### config.mk
export PLATFORM = sky130hd
export DESIGN_NAME = dfp_scaleb_arb96_flat
export DESIGN_NICKNAME = d
export VERILOG_FILES = /design/src/rtl/dfp_scaleb_arb96_pkg.sv /design/src/rtl/dfp_scaleb_arb96_if.sv /design/src/rtl/DFPScaleb96.sv /design/src/rtl/dfp_rr_arbiter.sv /design/src/rtl/dfp_scaleb_arb96.sv /design/src/flat_wrapper.sv
export SDC_FILE = /design/constraint.sdc
export NUM_CORES = 1
export LEC_CHECK = 0
export ABC_AREA = 0
export CAP_MARGIN = 20
export CORE_AREA = 3 3 261 263
export DETAILED_ROUTE_END_ITERATION = 12
export DIE_AREA = 0 0 264 266
export HOLD_SLACK_MARGIN = 0.05
export PLACE_DENSITY_LB_ADDON = 0.08
export SYNTH_ARGS = -nofsm -noshare
export SYNTH_HDL_FRONTEND = slang
export SYNTH_SLANG_ARGS = --single-unit
### constraint.sdc
create_clock -name clk -period 10 [get_ports clk]
set_clock_uncertainty 0.15 [all_clocks]
set_input_delay 1 -clock clk [delete_from_list [all_inputs] [get_ports clk]]
set_output_delay 1 -clock clk [all_outputs]
set_load 0.01 [all_outputs]
### src/rtl/dfp_scaleb_arb96_pkg.sv
// Shared DFP96 types and constants for the scaleb arbiter slice.
// Layout: sign[95], biased exponent[94:81] (all-ones = Inf/NaN), coefficient[80:0].
package dfp_scaleb_arb96_pkg;

    localparam int unsigned DFP_SCALEB_LAT = 2;
    localparam int unsigned DFP96_W        = 96;
    localparam int unsigned DFP96_EW       = 14;
    localparam int unsigned DFP96_CW       = 81;
    localparam int unsigned DFP96_EMAX     = 16382;
    localparam logic [DFP96_EW-1:0] DFP96_EXP_SPECIAL = '1;

    typedef struct packed {
        logic                sign;
        logic [DFP96_EW-1:0] exp;
        logic [DFP96_CW-1:0] coeff;
    } dfp96_t;

    // Outcome of the exponent adjustment, resolved in stage 1 of the unit
    typedef enum logic [1:0] {
        SC_NORM = 2'd0,
        SC_PASS = 2'd1,
        SC_OVF  = 2'd2,
        SC_UNF  = 2'd3
    } scl_class_e;

endpackage

### src/rtl/dfp_scaleb_arb96_if.sv
// Request/result bus between FPU issue logic and the shared DFP96 scaleb pipe.
interface dfp_scaleb_arb96_if
    import dfp_scaleb_arb96_pkg::*;
#(
    parameter int unsigned NREQ = 4,
    parameter int unsigned TAGW = 8
) ();

    localparam int unsigned IW = $clog2(NREQ);

    logic [NREQ-1:0]         req_valid;
    logic [NREQ-1:0]         req_ready;
    logic [NREQ*DFP96_W-1:0] req_a;
    logic [NREQ*32-1:0]      req_b;
    logic [NREQ*TAGW-1:0]    req_tag;
    logic                    res_valid;
    logic                    res_ready;
    logic [DFP96_W-1:0]      res_o;
    logic [IW-1:0]           res_id;
    logic [TAGW-1:0]         res_tag;
    logic [1:0]              inflight;

    modport master (
        output req_valid, req_a, req_b, req_tag, res_ready,
        input  req_ready, res_valid, res_o, res_id, res_tag, inflight
    );

    modport slave (
        input  req_valid, req_a, req_b, req_tag, res_ready,
        output req_ready, res_valid, res_o, res_id, res_tag, inflight
    );

endinterface

### src/rtl/DFPScaleb96.sv
// Two-stage DFP96 scaleb: exponent += b, overflow to Inf, underflow clamps exponent to 0.
// Data registers are intentionally not reset; both stages advance on ce.
module DFPScaleb96
    import dfp_scaleb_arb96_pkg::*;
(
    input  logic               clk,
    input  logic               ce,
    input  dfp96_t             a,
    input  logic signed [31:0] b,
    output dfp96_t             y
);

    localparam logic signed [33:0] EMAX_S = 34'(DFP96_EMAX);

    logic signed [33:0]  sum;
    scl_class_e          cls;
    dfp96_t              a_q;
    scl_class_e          cls_q;
    logic [DFP96_EW-1:0] exp_q;

    always_comb begin
        sum = $signed({20'd0, a.exp}) + $signed({{2{b[31]}}, b});
        cls = SC_NORM;
        if (a.exp == DFP96_EXP_SPECIAL) begin
            cls = SC_PASS;
        end else if (sum > EMAX_S) begin
            cls = SC_OVF;
        end else if (sum < 34'sd0) begin
            cls = SC_UNF;
        end
    end

    always_ff @(posedge clk) begin
        if (ce) begin
            a_q   <= a;
            cls_q <= cls;
            exp_q <= sum[DFP96_EW-1:0];
        end
    end

    always_ff @(posedge clk) begin
        if (ce) begin
            unique case (cls_q)
                SC_PASS: y <= a_q;
                SC_OVF:  y <= '{sign: a_q.sign, exp: DFP96_EXP_SPECIAL, coeff: '0};
                SC_UNF:  y <= '{sign: a_q.sign, exp: '0, coeff: a_q.coeff};
                SC_NORM: y <= '{sign: a_q.sign, exp: exp_q, coeff: a_q.coeff};
            endcase
        end
    end

endmodule

### src/rtl/dfp_rr_arbiter.sv
// Requester arbiter: circular search from a pointer when DFP_SCALEB_ARB_RR_EN is defined,
// otherwise fixed priority (lowest index wins) with no pointer state.
module dfp_rr_arbiter #(
    parameter int unsigned NREQ = 4
) (
`ifdef DFP_SCALEB_ARB_RR_EN
    input  logic                    clk,
    input  logic                    rst,
    input  logic                    adv,
`endif
    input  logic [NREQ-1:0]         req,
    input  logic                    en,
    output logic [NREQ-1:0]         gnt,
    output logic [$clog2(NREQ)-1:0] idx
);

    localparam int unsigned IW = $clog2(NREQ);

    logic [IW-1:0] ptr;

`ifdef DFP_SCALEB_ARB_RR_EN
    always_ff @(posedge clk or posedge rst) begin
        if (rst) begin
            ptr <= '0;
        end else if (adv) begin
            ptr <= (idx == IW'(NREQ - 1)) ? '0 : idx + IW'(1);
        end
    end
`else
    assign ptr = '0;
`endif

    // idx stays 0 without a grant so the datapath sees slice 0 as don't-care input
    always_comb begin
        logic          found;
        logic [IW-1:0] ci;
        gnt   = '0;
        idx   = '0;
        found = 1'b0;
        ci    = '0;
        for (int unsigned k = 0; k < NREQ; k++) begin
            ci = IW'((32'(ptr) + k) % NREQ);
            if (en && !found && req[ci]) begin
                gnt[ci] = 1'b1;
                idx     = ci;
                found   = 1'b1;
            end
        end
    end

endmodule

### src/rtl/dfp_scaleb_arb96.sv
// Shares one DFPScaleb96 among NREQ requesters; id/tag/valid ride alongside the unit pipe.
// DFP_SCALEB_ARB_RR_EN selects round-robin instead of fixed-priority arbitration.
module dfp_scaleb_arb96
    import dfp_scaleb_arb96_pkg::*;
#(
    parameter int unsigned NREQ = 4,
    parameter int unsigned TAGW = 8,
    parameter int unsigned LAT  = DFP_SCALEB_LAT
) (
    input logic              clk,
    input logic              rst,
    dfp_scaleb_arb96_if.slave bus
);

    localparam int unsigned IW = $clog2(NREQ);

    logic [LAT:1]       v;
    logic [IW-1:0]      id  [1:LAT];
    logic [TAGW-1:0]    tag [1:LAT];
    logic               ce;
    logic               hs;
    logic [NREQ-1:0]    gnt;
    logic [IW-1:0]      gidx;
    dfp96_t             a_sel;
    logic signed [31:0] b_sel;
    logic [TAGW-1:0]    tag_sel;
    dfp96_t             y;
    logic [1:0]         cnt;

    // No bubble collapsing: any stall at the output freezes the whole pipe
    assign ce = ~v[LAT] | bus.res_ready;
    assign hs = |gnt;

    dfp_rr_arbiter #(.NREQ(NREQ)) u_arb (
`ifdef DFP_SCALEB_ARB_RR_EN
        .clk (clk),
        .rst (rst),
        .adv (hs),
`endif
        .req (bus.req_valid),
        .en  (ce),
        .gnt (gnt),
        .idx (gidx)
    );

    always_comb begin
        a_sel   = bus.req_a[DFP96_W-1:0];
        b_sel   = bus.req_b[31:0];
        tag_sel = bus.req_tag[TAGW-1:0];
        for (int unsigned i = 1; i < NREQ; i++) begin
            if (gidx == IW'(i)) begin
                a_sel   = bus.req_a[i*DFP96_W +: DFP96_W];
                b_sel   = bus.req_b[i*32 +: 32];
                tag_sel = bus.req_tag[i*TAGW +: TAGW];
            end
        end
    end

    DFPScaleb96 u_unit (
        .clk (clk),
        .ce  (ce),
        .a   (a_sel),
        .b   (b_sel),
        .y   (y)
    );

    always_ff @(posedge clk or posedge rst) begin
        if (rst) begin
            v <= '0;
            for (int unsigned s = 1; s <= LAT; s++) begin
                id[s]  <= '0;
                tag[s] <= '0;
            end
        end else if (ce) begin
            v[1]   <= hs;
            id[1]  <= gidx;
            tag[1] <= tag_sel;
            for (int unsigned s = 2; s <= LAT; s++) begin
                v[s]   <= v[s-1];
                id[s]  <= id[s-1];
                tag[s] <= tag[s-1];
            end
        end
    end

    always_comb begin
        cnt = '0;
        for (int unsigned s = 1; s <= LAT; s++) begin
            cnt = cnt + 2'(v[s]);
        end
    end

    assign bus.req_ready = gnt;
    assign bus.res_valid = v[LAT];
    assign bus.res_id    = id[LAT];
    assign bus.res_tag   = tag[LAT];
    assign bus.res_o     = y;
    assign bus.inflight  = cnt;

endmodule
### src/flat_wrapper.sv
// flat-port wrapper written by rule: the top's interface ports become plain ports
module dfp_scaleb_arb96_flat import dfp_scaleb_arb96_pkg::*;
#(
    parameter int unsigned NREQ = 4,
    parameter int unsigned TAGW = 8,
    parameter int unsigned LAT  = DFP_SCALEB_LAT
)
  (clk, rst, bus_req_valid, bus_req_a, bus_req_b, bus_req_tag, bus_res_ready, bus_req_ready, bus_res_valid, bus_res_o, bus_res_id, bus_res_tag, bus_inflight);
  dfp_scaleb_arb96_if #(.NREQ(NREQ), .TAGW(TAGW)) bus_i ();
  input logic clk;
  input logic rst;
  input wire logic [$bits(bus_i.req_valid)-1:0] bus_req_valid;
  input wire logic [$bits(bus_i.req_a)-1:0] bus_req_a;
  input wire logic [$bits(bus_i.req_b)-1:0] bus_req_b;
  input wire logic [$bits(bus_i.req_tag)-1:0] bus_req_tag;
  input wire logic [$bits(bus_i.res_ready)-1:0] bus_res_ready;
  output wire logic [$bits(bus_i.req_ready)-1:0] bus_req_ready;
  output wire logic [$bits(bus_i.res_valid)-1:0] bus_res_valid;
  output wire logic [$bits(bus_i.res_o)-1:0] bus_res_o;
  output wire logic [$bits(bus_i.res_id)-1:0] bus_res_id;
  output wire logic [$bits(bus_i.res_tag)-1:0] bus_res_tag;
  output wire logic [$bits(bus_i.inflight)-1:0] bus_inflight;
  assign bus_i.req_valid = bus_req_valid;
  assign bus_i.req_a = bus_req_a;
  assign bus_i.req_b = bus_req_b;
  assign bus_i.req_tag = bus_req_tag;
  assign bus_i.res_ready = bus_res_ready;
  assign bus_req_ready = bus_i.req_ready;
  assign bus_res_valid = bus_i.res_valid;
  assign bus_res_o = bus_i.res_o;
  assign bus_res_id = bus_i.res_id;
  assign bus_res_tag = bus_i.res_tag;
  assign bus_inflight = bus_i.inflight;
  dfp_scaleb_arb96 #(.NREQ(NREQ), .TAGW(TAGW), .LAT(LAT)) u_core (.clk(clk), .rst(rst), .bus(bus_i));
endmodule
Figure 1. Placed standard cells (run 1).
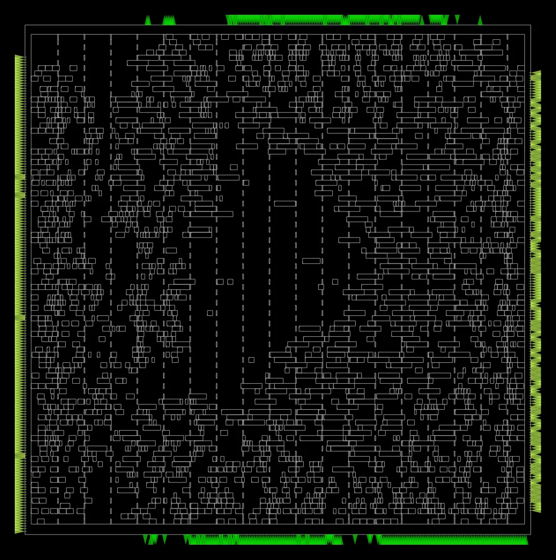
well tap count: 864
Seq cells: 230
Finished Core Util: 33.00%
# rows: 94

Figure 2. Routed metal per tile (run 1).
Scale bar: 100 µm. The die is cut into 26 by 27 equal tiles; black is low, pale yellow is high, scaled to the fullest tile. Values are wire area over tile area, all layers added.
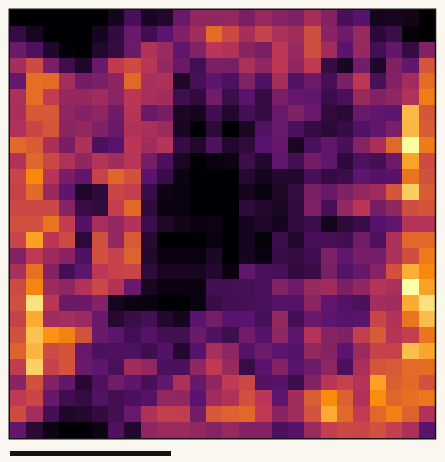
nearly empty tiles	5.3%
fullest tile	0.46
tiles over half the peak	22%
emptiest ninth of the die	centre
densest ninth of the die	lower right
total track usage: 18.05%
Avg WL per Cell: 22.35 µm

==> results.py, run 1 <==
# Generated from Yosys and OpenROAD reports
metrics = {
    "synthesis": {
        "yosys_warnings": 0,
        "synth_cells": 1509,
        "yosys_area_um2": 13490,
        "ys_sh_xor_pct": 1.345,
        "synth_nets": 2074,
        "syn_area_per_cell_um2": 8.942,
        "ys_cells": 1509,
        "top_area_cell": "edfxtp_1",
        "simple_gate_area_share_pct": 27.17,
    },
    "grt": {
        "overflow": 0,
        "grt_max_degree": 108,
        "grt_pass1_vias": 13750,
        "grtUsageMet1_pct": 21.25,
    },
    "timing": {
        "post-route-period-util_pct": 67.50,
        "fmax_mhz": 148.2,
        "rsz0062_at_grt": "false",
        "period_minus_slack_ns": 6.750,
        "setup_violations": 0,
        "holdWs_ns": 0.2968,
    },
    "route": {
        "drt-total-wl_mm": 66.82,
        "drt-pass1-iter-count": 5,
        "top_layer": "met4",
        "viasPerCell": 4.496,
        "drc": 0,
    },
    "worst_setup_path": {
        "crit_required_ns": 10.14,
        "cp_slowest_cell": "buf_4",
        "start_kind": "primary input",
        "r2r_slack_ns": 3.73,
        "end_kind": "flip-flop",
        "crit_end": "u_core.u_unit.cls_q[1]",
    },
    "floorplanning": {
        "die_h_um": 266,
    },
    "hold_path": {
        "holdPathStages": 0,
    },
    "final_layout": {
        "inv_count": 17,
        "nNetsFinal": 2667,
        "area_growth_pct": 61.07,
        "comb_cells": 1146,
        "signal_buffers": 678,
        "comb_share_pct": 28.29,
    },
    "clocking": {
        "clk_latency_ns": 0.55,
        "cts-htree-levels": 1,
    },
    "flow_run": {
        "max-cap-violations": 0,
    },
    "status": {
        "status": "completed",
    },
    "place": {
        "place_congestion": 0.8774,
        "dp_slack_ns": 2.598,
    },
}
Figure 3. Zoomed window (run 1).
Scale bar: 20 µm. Region (41, 42) to (91, 92) µm. Cells in grey, sequential cells in the stronger grey; small squares are vias.
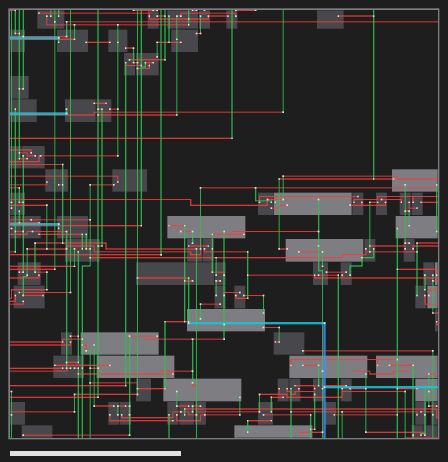
layer	colour
M2	green
M1	red
M3	cyan
M4	blue
most frequent	nand2_1 (26), dfrtp_1 (12), clkdlybuf4s50_1 (5)
sequential cells in the window	12
netlist names of flops here include	u_core.tag (4), u_core.bus.res_tag (3), u_core.bus.res_id (2)
cells with their middle in the window	72

Figure 4. Cells coloured by class (run 1).
Fill, decap, tap and diode cells in grey.
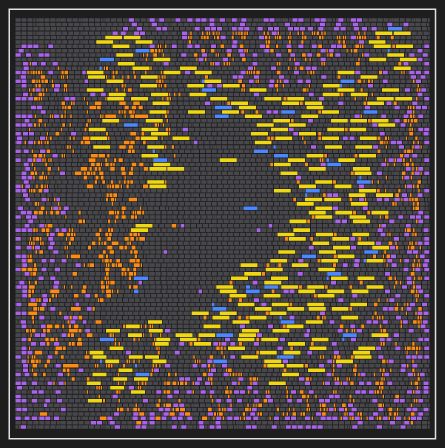
class	colour	cells
registers	yellow	230
remaining buffers and delay cells	purple	678
remaining logic cells	orange	1163
clock drivers and dummy loads	blue	50
Seq/total area: 31.27%
total core area: 65860 µm²
fin area: 21730 µm²

## run 1: registers in the layout, summed over array words and instances (netlist names)
signal / flops
u_core.u_unit.a_q: 96
u_core.bus.res_tag: 8
u_core.v: 2
u_core.u_unit.cls_q: 2
u_core.u_unit.exp_q: 14
u_core.u_unit.y: 96
u_core.bus.res_id: 2
u_core.tag: 8
u_core.id: 2
## run 1: power by group
group          internal, mW  switching [mW]
registers              1.17          0.0285
clock network         0.578           0.394
logic                 0.387           0.356
## run 1: worst max-delay path: cells and delay by family
family	cells	cell delay, ns
buf+inv	6	1.83
compound gates	7	1.79
simple gates	7	1.52
fa+ha+maj	2	0.60
xor+xnor	1	0.10
Figure 5. Sequential cells grouped by signal name (run 1).
Other sequential cells in the stronger grey, the rest of the logic in the fainter grey.
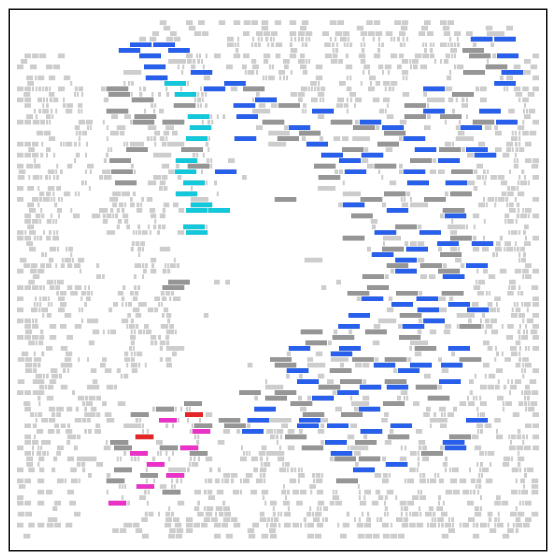

## Run 2: what changed since run 1
==> constraint.sdc (replaced) <==
create_clock -name clk -period 5.66 [get_ports clk]
set_clock_uncertainty 0.15 [all_clocks]
set_input_delay 0.566 -clock clk [delete_from_list [all_inputs] [get_ports clk]]
set_output_delay 0.566 -clock clk [all_outputs]
set_load 0.01 [all_outputs]
Figure 6. Sequential cells grouped by signal name (run 2).
Other sequential cells in the stronger grey, the rest of the logic in the fainter grey.
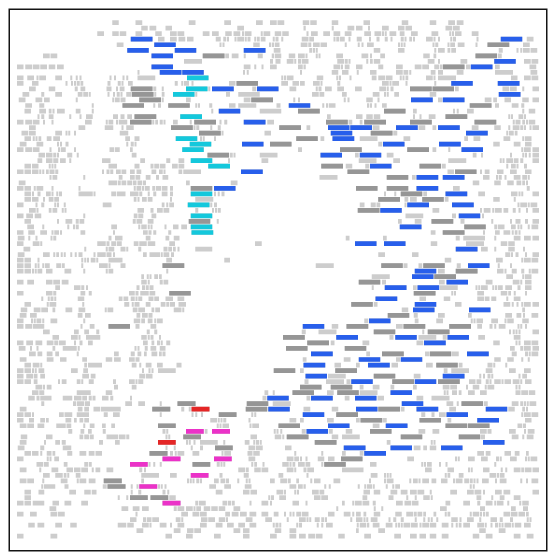
name in the netlist	colour	placed flops
u_core.u_unit.y	blue	96
u_core.u_unit.exp_q	cyan	14
u_core.tag	magenta	8
u_core.bus.res_id	red	2
not coloured	110
Finished Core Util: 33.92%
register area: 6797 µm²
Seq. pwr: 2.11 mW
Seq/total area: 30.42%

==> run 2 against run 1 <==
Effect of this change:
- combinational power up 91%
- highest routed layer is now met5
- hold slack worse by 0.020 ns
- sequential power up 76%
- largest power group unchanged
- final area up 2.8%
==> results.py, run 2 <==
# Generated from Yosys and OpenROAD reports
metrics = {
    "grt": {
        "grt_pass1_vias": 13970,
        "grtUsageTotal_pct": 18.13,
        "grt_max_degree": 148,
        "overflow": 0,
    },
    "floorplanning": {
        "die_h_um": 266,
        "row_count": 94,
        "core_um2": 65860,
    },
    "route": {
        "drt-total-wl_mm": 67.07,
        "routedWlPerCell_um": 21.95,
        "viasPerCell": 4.480,
        "top_layer": "met5",
        "drt-pass1-iter-count": 7,
    },
    "timing": {
        "holdWs_ns": 0.2765,
        "period_minus_slack_ns": 5.094,
        "rsz0062_at_grt": "false",
        "fmax_mhz": 196.3,
        "post-route-period-util_pct": 90.00,
        "setup_violations": 0,
    },
    "worst_setup_path": {
        "r2r_slack_ns": 0.62,
        "crit_required_ns": 5.80,
        "start_kind": "primary input",
        "end_kind": "flip-flop",
        "path_buffers": 4,
        "cp_slowest_cell": "o21ai_0",
        "crit_family": "AND-OR/OR-AND gates",
        "crit_end": "u_core.u_unit.cls_q[1]",
        "worstSetupPathDepth": 18,
    },
    "synthesis": {
        "top_area_cell": "edfxtp_1",
        "ys_sh_xor_pct": 1.345,
        "syn_area_per_cell_um2": 8.942,
        "syn-cell-area_um2": 13490,
        "yosys_warnings": 0,
        "simple_gate_area_share_pct": 27.17,
    },
    "power_and_ir_drop": {
        "switching_share_pct": 26.76,
        "pwr-share-comb_pct": 26.4,
        "intPower_mw": 3.931,
        "p_sw_mw": 1.436,
        "pwr-share-seq_pct": 39.3,
        "clock_power_share_pct": 34.3,
    },
    "place": {
        "place_congestion": 0.8583,
        "dp_slack_ns": 0.04953,
    },
    "clocking": {
        "cts-htree-levels": 1,
    },
    "final_layout": {
        "reg.largest.list": "u_core.u_unit.a_q (96), u_core.u_unit.y (96), u_core.u_unit.exp_q (14)",
        "nNetsFinal": 2728,
    },
    "hold_path": {
        "holdPathStages": 0,
    },
    "status": {
        "status": "completed",
    },
    "flow_run": {
        "max-cap-violations": 0,
    },
}
-- run 2: cell counts after synthesis --
Identical to the previous run, type by type.
-- run 2: power by group through the flow --
stage	Sequential (mW)	Clock, mW	Combinational [mW]
5_1_grt	2.13	1.97	1.53
3_5_place_dp	2.15	0	1.43
6_report	2.11	1.84	1.42
2_1_floorplan	2.17	0	0.536
4_1_cts	2.11	1.91	1.44
3_3_place_gp	2.14	0	1.44
-- run 2: layout make-up --
class | instances | area (µm²)
clock inverter | 17 | 197.7
fill | 6806 | 43520
sequential | 230 | 6797
inverter | 17 | 78.83
antenna | 8 | 20.02
tap | 864 | 1081
multi-input combinational | 1146 | 6152
timing repair buffer | 740 | 7277
clock buffer | 33 | 740.7
Figure 7. Placed standard cells (run 2).
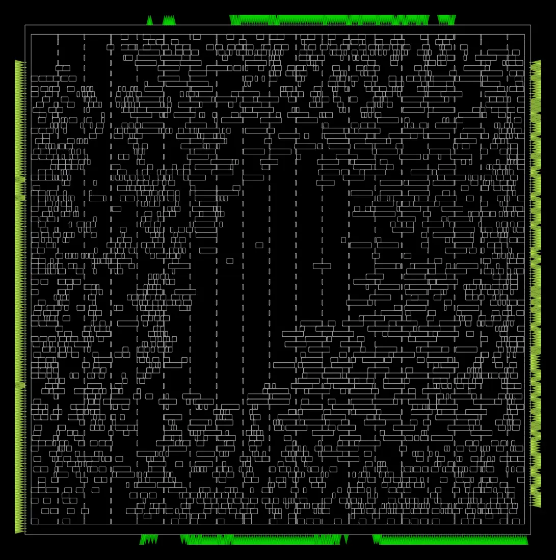

## Run 3: what changed since run 2
--- a/config.mk
+++ b/config.mk
@@ -12,6 +12,7 @@
 export DIE_AREA = 0 0 264 266
 export HOLD_SLACK_MARGIN = 0.05
 export PLACE_DENSITY_LB_ADDON = 0.08
+export RECOVER_POWER = 100
 export SYNTH_ARGS = -nofsm -noshare
 export SYNTH_HDL_FRONTEND = slang
 export SYNTH_SLANG_ARGS = --single-unit
Figure 8. Placed standard cells (run 3).
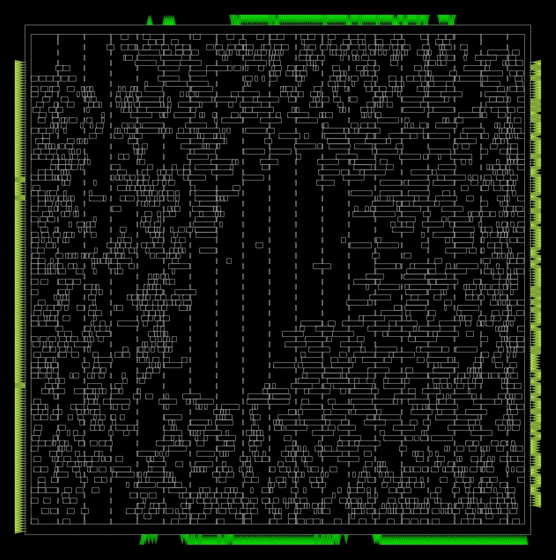
Non-Filler Instances: 3055
fillers: 6815
Finished Core Util: 33.85%
Seq/total area: 30.48%

==> run 3 against run 2 <==
Effect of this change:
- the flow now finishes with violations (capacitance limit, slew limit)
- sequential share of layout area rose by 0.067 points
- die size did not move
- power fell by 0.60%
- final area fell by 0.22%
- global-route usage did not move
- non-clock buffer count did not move
- cell count did not move
==> results.py, run 3 <==
# Generated from Yosys and OpenROAD reports
metrics = {
    "synthesis": {
        "simple_gate_area_share_pct": 27.17,
        "ys_sh_xor_pct": 1.345,
        "yosys_warnings": 0,
        "top_area_cell": "edfxtp_1",
        "syn-cell-area_um2": 13490,
    },
    "worst_setup_path": {
        "end_kind": "flip-flop",
        "worstSetupPathDepth": 18,
        "start_kind": "primary input",
        "crit_required_ns": 5.80,
    },
    "timing": {
        "drv_slew": 237,
        "period_minus_slack_ns": 5.210,
        "holdWs_ns": 0.2773,
        "post-route-period-util_pct": 92.06,
    },
    "route": {
        "drt-total-wl_mm": 67.05,
        "drt-pass1-iter-count": 5,
    },
    "final_layout": {
        "largestClassByArea": "non-clock buffers",
        "num-clock-buffers": 33,
        "clk_share_pct": 4.209,
        "register_area_um2": 6797,
        "inv_count": 17,
    },
    "grt": {
        "grt_pass1_vias": 13970,
    },
    "status": {
        "status": "complete, but fails checks",
        "failed_checks": "capacitance limit, slew limit",
    },
    "floorplanning": {
        "core_um2": 65860,
    },
    "power_and_ir_drop": {
        "power_leader": "registers",
    },
    "flow_run": {
        "max-cap-violations": 4,
    },
}
==> run 3: cell counts after synthesis <==
Identical to the previous run, type by type.
==> run 3: per-layer routing <==
metal	up-vias	part of all wire [%]	track usage [%]
li1	6636	-	-
met1	6464	40	21.55
met2	524	50	31.84
met3	64	7.4	5.024
met4	2	2.5	5.498
met5	-	0.018	0
==> run 3: worst max path at each step <==
| stage | from | end |
|---|---|---|
| after floorplan | bus_req_valid[0] | u_core.u_unit.cls_q[1] |
| after global placement | bus_req_valid[1] | u_core.u_unit.cls_q[1] |
| after detailed placement | bus_req_valid[1] | u_core.u_unit.cls_q[1] |
| after CTS | bus_req_valid[1] | u_core.u_unit.cls_q[1] |
| after global routing | bus_req_valid[1] | u_core.u_unit.cls_q[1] |
| final | bus_req_valid[1] | u_core.u_unit.cls_q[1] |
Power is estimated from default activity; no workload was simulated.
